===== src/rtl/uart_rx_if.sv =====
`default_nettype none
// ============================================================================
//  Module      : uart_rx_if
//  Description : Signal bundle between the 8N1 serial receiver and the
//                logic around it (baud generator, RX pin, byte consumer).
//                  baud_os_en  - one-clk strobe at OVERSAMPLE x baud rate
//                  rx_in       - asynchronous serial line, idle high
//                  data_out    - last correctly framed byte
//                  data_valid  - one-clk pulse when data_out was just updated
//                  frame_error - one-clk pulse when the stop bit was low
//                  rx_busy     - receiver is inside a frame
//                slave  : the receiver side
//                master : the environment side (driver / consumer)
//  Revision    : 1.0 - initial release
// ============================================================================
interface uart_rx_if;
    logic       baud_os_en;
    logic       rx_in;
    logic [7:0] data_out;
    logic       data_valid;
    logic       frame_error;
    logic       rx_busy;

    modport slave (
        input  baud_os_en,
        input  rx_in,
        output data_out,
        output data_valid,
        output frame_error,
        output rx_busy
    );

    modport master (
        output baud_os_en,
        output rx_in,
        input  data_out,
        input  data_valid,
        input  frame_error,
        input  rx_busy
    );
endinterface
`default_nettype wire


===== src/rtl/uart_rx.sv =====
`default_nettype none
// ============================================================================
//  Module      : uart_rx
//  Description : 8N1 UART receiver. Synchronizes rx_in, validates the start
//                bit at its midpoint, samples 8 data bits (LSB first) and the
//                stop bit at their midpoints using the oversampling enable,
//                and presents the byte with a one-cycle valid strobe. A low
//                stop bit raises a one-cycle frame_error and the receiver
//                then waits for the line to return high.
//  Ports       : clk    - system clock, rising edge
//                reset  - asynchronous, active-low reset
//                rx_if  - uart_rx_if.slave (baud_os_en, rx_in in;
//                         data_out, data_valid, frame_error, rx_busy out)
//  Parameters  : OVERSAMPLE - baud_os_en ticks per bit, even and >= 4
//  Revision    : 1.0 - initial release
// ============================================================================
module uart_rx #(
    parameter int OVERSAMPLE = 16
) (
    input  logic      clk,
    input  logic      reset,
    uart_rx_if.slave  rx_if
);

    localparam int TW = $clog2(OVERSAMPLE);
    localparam logic [TW-1:0] C_HALF_LAST = TW'(OVERSAMPLE / 2 - 1);
    localparam logic [TW-1:0] C_FULL_LAST = TW'(OVERSAMPLE - 1);

    typedef enum logic [2:0] {
        S_IDLE      = 3'd0,
        S_START     = 3'd1,
        S_DATA      = 3'd2,
        S_STOP      = 3'd3,
        S_WAIT_HIGH = 3'd4
    } state_t;

    state_t          state_q, state_d;
    logic            sync1_q;
    logic            rx_s_q;
    logic [TW-1:0]   tick_q, tick_d;
    logic [2:0]      bit_q, bit_d;
    logic [7:0]      shift_q, shift_d;
    logic [7:0]      dout_q, dout_d;
    logic            dv_q, dv_d;
    logic            fe_q, fe_d;

    // Two-flop synchronizer; idle-high reset so reset release never looks
    // like a start edge.
    always_ff @(posedge clk or negedge reset) begin
        if (!reset) begin
            sync1_q <= 1'b1;
            rx_s_q  <= 1'b1;
        end else begin
            sync1_q <= rx_if.rx_in;
            rx_s_q  <= sync1_q;
        end
    end

    always_ff @(posedge clk or negedge reset) begin
        if (!reset) begin
            state_q <= S_IDLE;
            tick_q  <= '0;
            bit_q   <= '0;
            shift_q <= '0;
            dout_q  <= '0;
            dv_q    <= 1'b0;
            fe_q    <= 1'b0;
        end else begin
            state_q <= state_d;
            tick_q  <= tick_d;
            bit_q   <= bit_d;
            shift_q <= shift_d;
            dout_q  <= dout_d;
            dv_q    <= dv_d;
            fe_q    <= fe_d;
        end
    end

    always_comb begin
        state_d = state_q;
        tick_d  = tick_q;
        bit_d   = bit_q;
        shift_d = shift_q;
        dout_d  = dout_q;
        dv_d    = 1'b0;
        fe_d    = 1'b0;

        case (state_q)
            S_IDLE: begin
                tick_d = '0;
                bit_d  = '0;
                if (!rx_s_q) begin
                    state_d = S_START;
                end
            end

            // Only half a bit is counted here, so every later sample lands
            // on a bit midpoint.
            S_START: begin
                if (rx_if.baud_os_en) begin
                    if (tick_q == C_HALF_LAST) begin
                        tick_d  = '0;
                        state_d = rx_s_q ? S_IDLE : S_DATA;
                    end else begin
                        tick_d = tick_q + TW'(1);
                    end
                end
            end

            S_DATA: begin
                if (rx_if.baud_os_en) begin
                    if (tick_q == C_FULL_LAST) begin
                        // Right shift with new bit at MSB: first bit received
                        // ends up in bit 0.
                        shift_d = {rx_s_q, shift_q[7:1]};
                        tick_d  = '0;
                        if (bit_q == 3'd7) begin
                            bit_d   = '0;
                            state_d = S_STOP;
                        end else begin
                            bit_d = bit_q + 3'd1;
                        end
                    end else begin
                        tick_d = tick_q + TW'(1);
                    end
                end
            end

            S_STOP: begin
                if (rx_if.baud_os_en) begin
                    if (tick_q == C_FULL_LAST) begin
                        tick_d = '0;
                        if (rx_s_q) begin
                            dout_d  = shift_q;
                            dv_d    = 1'b1;
                            state_d = S_IDLE;
                        end else begin
                            fe_d    = 1'b1;
                            state_d = S_WAIT_HIGH;
                        end
                    end else begin
                        tick_d = tick_q + TW'(1);
                    end
                end
            end

            // A held-low line (break) must not decode as a stream of 0x00.
            S_WAIT_HIGH: begin
                tick_d = '0;
                bit_d  = '0;
                if (rx_s_q) begin
                    state_d = S_IDLE;
                end
            end

            default: begin
                state_d = S_IDLE;
                tick_d  = '0;
                bit_d   = '0;
            end
        endcase
    end

    assign rx_if.data_out    = dout_q;
    assign rx_if.data_valid  = dv_q;
    assign rx_if.frame_error = fe_q;
    assign rx_if.rx_busy     = (state_q != S_IDLE);

endmodule
`default_nettype wire


===== src/flat_wrapper.sv =====
// flat-port wrapper written by rule: the top's interface ports become plain ports
module uart_rx_flat 
#(
    parameter int OVERSAMPLE = 16
)
  (clk, reset, rx_if_baud_os_en, rx_if_rx_in, rx_if_data_out, rx_if_data_valid, rx_if_frame_error, rx_if_rx_busy);
  uart_rx_if rx_if_i ();
  input  logic clk;
  input  logic reset;
  input wire logic [$bits(rx_if_i.baud_os_en)-1:0] rx_if_baud_os_en;
  input wire logic [$bits(rx_if_i.rx_in)-1:0] rx_if_rx_in;
  output wire logic [$bits(rx_if_i.data_out)-1:0] rx_if_data_out;
  output wire logic [$bits(rx_if_i.data_valid)-1:0] rx_if_data_valid;
  output wire logic [$bits(rx_if_i.frame_error)-1:0] rx_if_frame_error;
  output wire logic [$bits(rx_if_i.rx_busy)-1:0] rx_if_rx_busy;
  assign rx_if_i.baud_os_en = rx_if_baud_os_en;
  assign rx_if_i.rx_in = rx_if_rx_in;
  assign rx_if_data_out = rx_if_i.data_out;
  assign rx_if_data_valid = rx_if_i.data_valid;
  assign rx_if_frame_error = rx_if_i.frame_error;
  assign rx_if_rx_busy = rx_if_i.rx_busy;
  uart_rx #(.OVERSAMPLE(OVERSAMPLE)) u_core (.clk(clk), .reset(reset), .rx_if(rx_if_i));
endmodule

===== config.mk =====
export PLATFORM = sky130hd
export DESIGN_NAME = uart_rx_flat
export DESIGN_NICKNAME = d
export VERILOG_FILES = /design/src/rtl/uart_rx_if.sv /design/src/rtl/uart_rx.sv /design/src/flat_wrapper.sv
export SDC_FILE = /design/constraint.sdc
export NUM_CORES = 1
export LEC_CHECK = 0
export CAP_MARGIN = 20
export CORE_MARGIN = 2
export CORE_UTILIZATION = 54
export CTS_CLUSTER_SIZE = 16
export DETAILED_ROUTE_END_ITERATION = 12
export PLACE_DENSITY_LB_ADDON = 0.3
export SETUP_SLACK_MARGIN = 0.4
export SYNTH_ARGS = -nofsm -noshare
export SYNTH_HDL_FRONTEND = slang
export SYNTH_SLANG_ARGS = --single-unit

===== constraint.sdc =====
create_clock -name clk -period 2 [get_ports clk]
set_input_delay 0.2 -clock clk [delete_from_list [all_inputs] [get_ports clk]]
set_output_delay 0.2 -clock clk [all_outputs]
set_load 0.02 [all_outputs]

M1 wires:
The bar under the picture is 20 um long. Supply wires on this layer in grey.
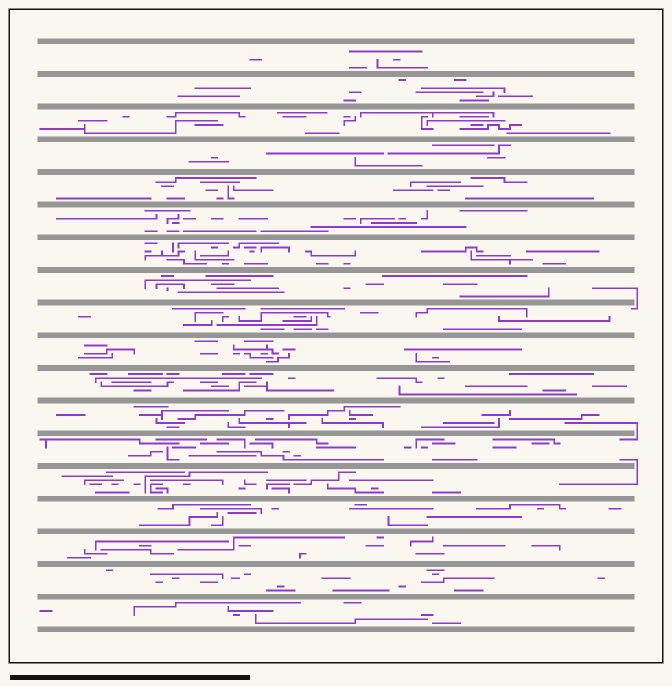
main direction	horizontal
longest straight run	14.7 um
nets with wire on the layer	123
wire length on this layer	1030 um

Metal 2:
Cells faint in the background.
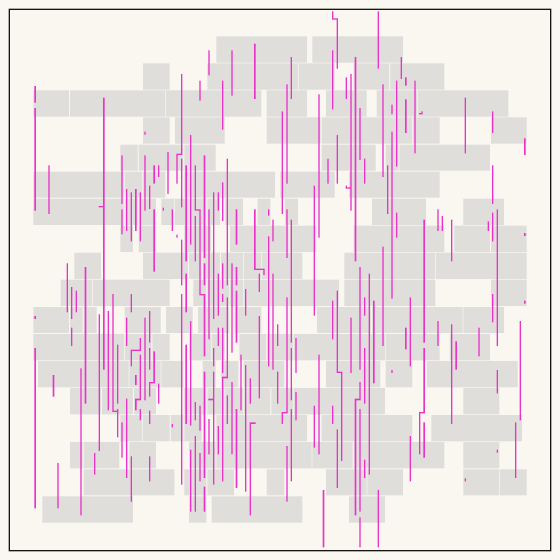
longest straight run	27.2 um
share of all routed wire	48%
nets with wire on the layer	118
main direction	vertical

==> results.txt <==
Figures from the flow reports.

Yosys:
- The run puts the total number of yosys warnings at 0.
- The run gives the area of the mapped netlist as ~1400 um2.
- The run gives the post-synthesis share of cell area spent on full adders, half adders and majority gates as 0.0275.
- The run gives the average cell area after synthesis as 12.8 um2.

Finish:
- The run gives the final standard cell count with taps included and fillers excluded as around 160.
- The final layout report lists a filler cell count of about 180.
- The run gives the number of multi-input logic gates as around 71.
- The library cells used most frequently in the layout, excluding fill and tap cells, are sky130_fd_sc_hd__dfrtp_1 (26), sky130_fd_sc_hd__clkdlybuf4s50_1 (13), sky130_fd_sc_hd__buf_4 (11).
- The run gives the layout overhead on the synthesized area as 22.1%.
- The biggest slice of the area belongs to registers.
- The run puts the sequential portion of the cell area at 0.453.
- The run gives the final net count as 140.
- The run puts the number of clock buffer instances in the layout at 7.
- The run puts the number of flip-flops and latches at 30.
- The run gives the antenna cell count as 0.

CTS:
- The run gives the CTS tree as built.
- The run puts the clock sink count at 30.

Outcome:
- The run finished with clean final reports.

GRT:
- The first global-routing pass estimated 3790 um of wire.
- In the global route stage, overall resource usage came out at 0.193.
- After global routing, the most crowded layer is met2.

Setup path:
- STA classifies the critical path startpoint as a flip-flop.
- OpenSTA lists the critical path endpoint as u_core.shift_q[7]$_DFFE_PN0P_.
- The cell sequence reported for the critical path is or2b_4 > or3_4 > mux2_4.
- Per the timing report, the most critical flop-to-flop path finishes at u_core.shift_q[7]$_DFFE_PN0P_.
- The arrival time of data at the worst endpoint is listed as 1800 ps.

Placement:
- The run gives the pre-CTS setup slack as around 37 ps.

Power and ir drop:
- For the clock group, total power comes out at ~380 uW.
- The run puts the switching share of power at 0.324.
- The leakage power in the latest report is just over 0.0008 uW.

STA:
- The run puts the time the worst path needs with I/O delays and setup at around 1600 ps.
- The run puts the tightest slew margin relative to the limit at 0.704.

Floorplanning:
- The die covers 2950 um2.

Drt:
- The run puts the violation tally from detailed-route iteration zero at 12.
- The run gives the aggregate routed wire length as roughly 2300 um.
Signal wires on met3:
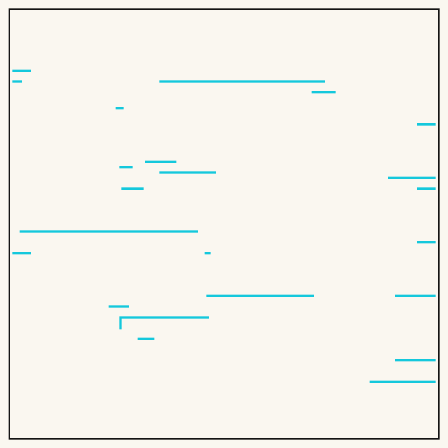
longest straight run	22.3 um
nets with wire on the layer	18
main direction	horizontal
share of all routed wire	5.4%
wire length on this layer	126 um

Cell classes on the final placement:
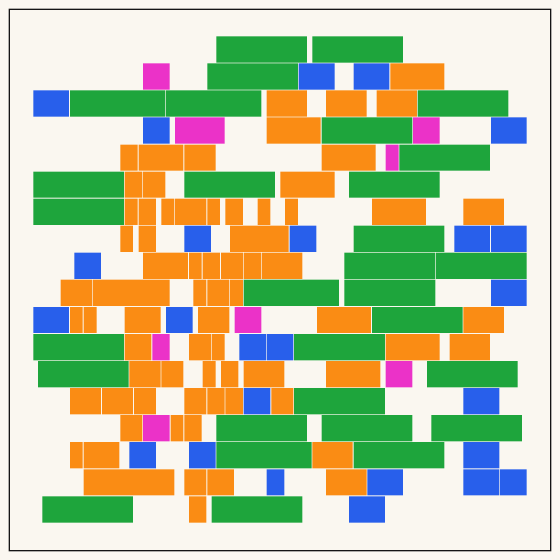
class	colour	cells	share of their area
other buffers and delay cells	blue	25	13%
clock drivers and dummy loads	magenta	8	3.7%
flops	green	30	46%
combinational and other logic	orange	71	37%

Power is estimated from default activity; no workload was simulated.
